**Pin map**

(1.5 px per um) Pins as bars across the die edge, other pins in grey.
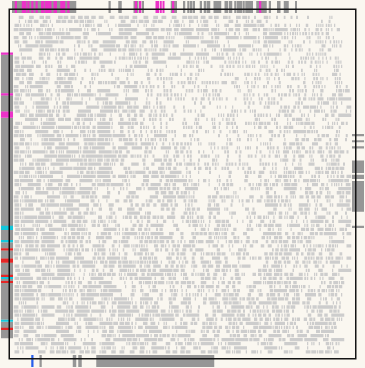
**Met3 routing**

(2 px per um) Cells faint in the background.
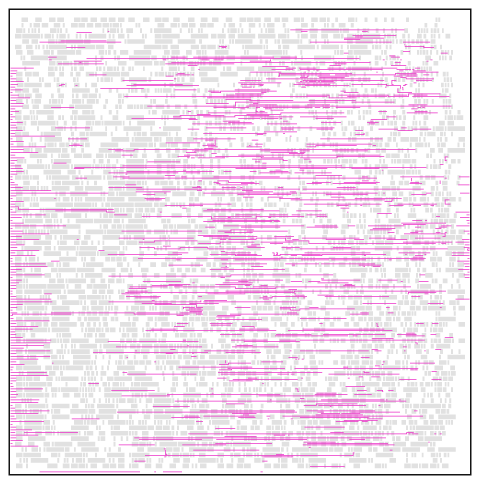
**Clock wiring as the flow saved it**

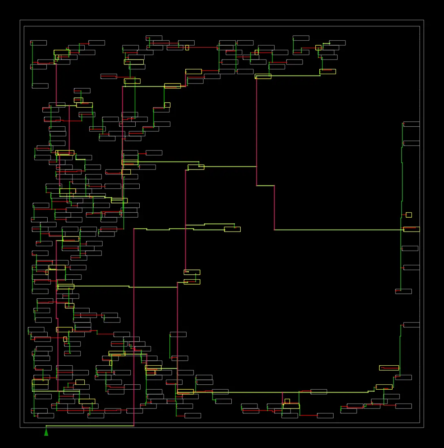
**Met4 routing**

(1.5 px per um) Supply wires on this layer in grey. Cells faint in the background.
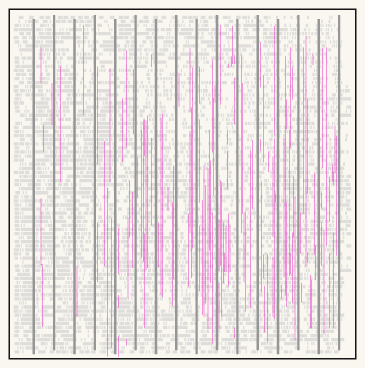
**Layout detail**

Region (148, 149) to (198, 199) um. Cells in grey, sequential cells in the stronger grey; small squares are vias.
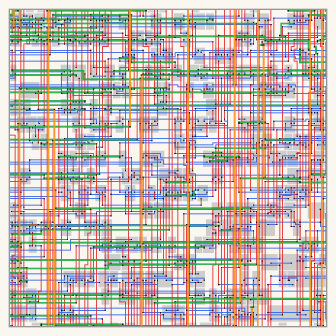
==> config.mk <==
export PLATFORM = sky130hd
export DESIGN_NAME = ex_stage
export DESIGN_NICKNAME = d
export VERILOG_FILES = /design/src/rtl/cpu_pkg.sv /design/src/rtl/alu.sv /design/src/rtl/ex_stage.sv
export SDC_FILE = /design/constraint.sdc
export NUM_CORES = 1
export LEC_CHECK = 0
export ABC_AREA = 1
export CORE_AREA = 2 2 228 230
export CTS_CLUSTER_SIZE = 12
export DETAILED_ROUTE_END_ITERATION = 8
export DIE_AREA = 0 0 230 232
export PLACE_DENSITY = 0.65
export SETUP_SLACK_MARGIN = 0.02
export SLEW_MARGIN = 10
export SYNTH_ARGS = -nofsm -noshare
export SYNTH_HDL_FRONTEND = slang
export SYNTH_SLANG_ARGS = --single-unit
==> constraint.sdc <==
create_clock -name CLK -period 6.36 [get_ports CLK]
set_input_delay 1.908 -clock CLK [delete_from_list [all_inputs] [get_ports CLK]]
set_output_delay 1.908 -clock CLK [all_outputs]
set_load 0.01 [all_outputs]
==> reports/results.ini <==
[logic_synthesis]
synthesis.area_per_instance_um2 = 6.227
simple_gate_area_frac = 0.3683
seq_area_frac_synth = 0.2651
asyncSetResetFlopFracSynth = 1.000
ys_chip_area_um2 = 20670

[drt]
met2RoutedLength_mm = 49.26
dr.first_iter.drc_count = 3316
route.antenna.remaining_nets = 0

[clocking]
clock-root-buffer = sky130_fd_sc_hd__clkbuf_16
cts_resized = 315
htree_levels = 1
cts.clk_slew.worst_paths_ns = 0.06
cts_made_buffers = 26
clock_path_buffers = 3
post_cts_hold_buffer_count = 0

[layout]
flip_flop_count_of_the_largest_register_after_layout = 184

[final_timing]
finalSetupViolations = 0
final_hold_viol_count = 0
rsz0062_at_grt = true
drv_slew = 0

[global_route]
number_of_antenna_violations_at_the_first_check_in_global_routing = 3
grt_use_met1 = 0.5574
global_route.peak_usage_layer = met2
track_usage = 0.4154

[pwr]
total_leakage_power_nw = 15.71
switchingPower_mw = 2.134
switching_share_of_total_power = 0.3857
fin_total_pwr_mw = 5.532

[die]
floorplan.rows = 83
fp_util = 0.4062

[placed_design]
area_after_dpl_um2 = 27580

[worst_setup_path]
worst-endpoint-arrival_ns = 4.42
cpMaxStageDelayCell = sky130_fd_sc_hd__dfrtp_1

[run_status]
outcome = finished, final reports clean

Notes on 'pin map' above:
Red shows `ALUopD`, pins 6, direction input, edge left. Blue shows `CLK`, pins 1, direction input, edge bottom. Cyan shows `WriteRegE`, pins 5, direction output, edge left. Magenta shows `PCBranchE`, pins 32, direction output, edge 27 top, 5 left.
total of buffers placed on input and output ports: 360
Die Wd: 230 um
height of the die: 232 um

Notes on 'met3 routing' above:
The layer carries 12,000 um of wire. The layer holds 11% of the routed length. The longest straight run is 176 um.
vias post-DR: 25,780
Total Routed Length: 114.5 mm
global-route track usage on met3: 0.08681

Notes on 'clock wiring as the flow saved it' above:
number of sinks handled by clock tree synthesis: 219
clk pwr: 1.54 mW
sequential cell count: 219

Notes on 'met4 routing' above:
112 nets have wire on it. The wires run mostly vertical. The layer holds 6.0% of the routed length. The layer carries 6,840 um of wire. The longest straight run is 159 um.

Notes on 'layout detail' above:
Blue shows met1. Red shows met2. Orange shows met4. Green shows met3.
Most frequent: nand3_1 (84), nand2_1 (75), buf_4 (15). Sequential cells in the window: 0. 229 logic cells have their middle in the window.

==> cell families after synthesis <==
logic type / Yosys count
and+or+nand+nor: 1784
DFF: 219
AOI/OAI and AO/OA: 446
adders and majority gates: 128
buffers and inverters: 661
muxes: 1
xor gates and xnor gates: 80
==> power by group through the flow <==
stage / logic, mW / clock network, mW / registers [mW]
after global routing: 2.57 / 1.61 / 1.57
after detailed placement: 2.08 / 0 / 1.58
after floorplan: 0.991 / 0 / 1.53
final: 2.43 / 1.54 / 1.56
after CTS: 2.20 / 1.56 / 1.56
after global placement: 2.09 / 0 / 1.58
==> synth_stat cells (35+ instances only) <==
cell type                    n
sky130_fd_sc_hd__nand4_1    59
sky130_fd_sc_hd__inv_1     493
sky130_fd_sc_hd__xor2_1     45
sky130_fd_sc_hd__nor2_1    432
sky130_fd_sc_hd__nand3_1   450
sky130_fd_sc_hd__clkbuf_1   78
sky130_fd_sc_hd__o21ai_0   172
sky130_fd_sc_hd__nand2_1   773
sky130_fd_sc_hd__buf_4      39
sky130_fd_sc_hd__dfrtp_1   219
sky130_fd_sc_hd__xnor2_1    35
sky130_fd_sc_hd__ha_1      125
sky130_fd_sc_hd__a21oi_1   139
==> cell usage in the layout, fill, tap and decap left out, drive strengths merged, types with 7 or more instances in the layout <==
master         count
nand4             59
nand3            455
or2               12
nand2            776
o21bai             7
xnor2             35
clkbuf            45
a21boi            37
a21oi            139
inv              501
a21o              12
o211ai            16
o21ai            192
o21a               8
clkinv             7
nor4               8
buf              497
a31oi             16
nor3              24
ha               125
clkdlybuf4s50    326
xor2              45
nor2             440
dfrtp            219
==> area by class of cell <==
type	instances	area, um2
fillers	4985	20120
multi-input cells	2439	14260
repair buffers	840	7406
clock inverters	10	113.9
well taps	680	850.8
flip-flops and latches	219	5482
clock buffers	35	755.7
diodes	3	7.507
inverters	501	1896
Power figures rest on the tool's default switching activity, not on a simulated workload.
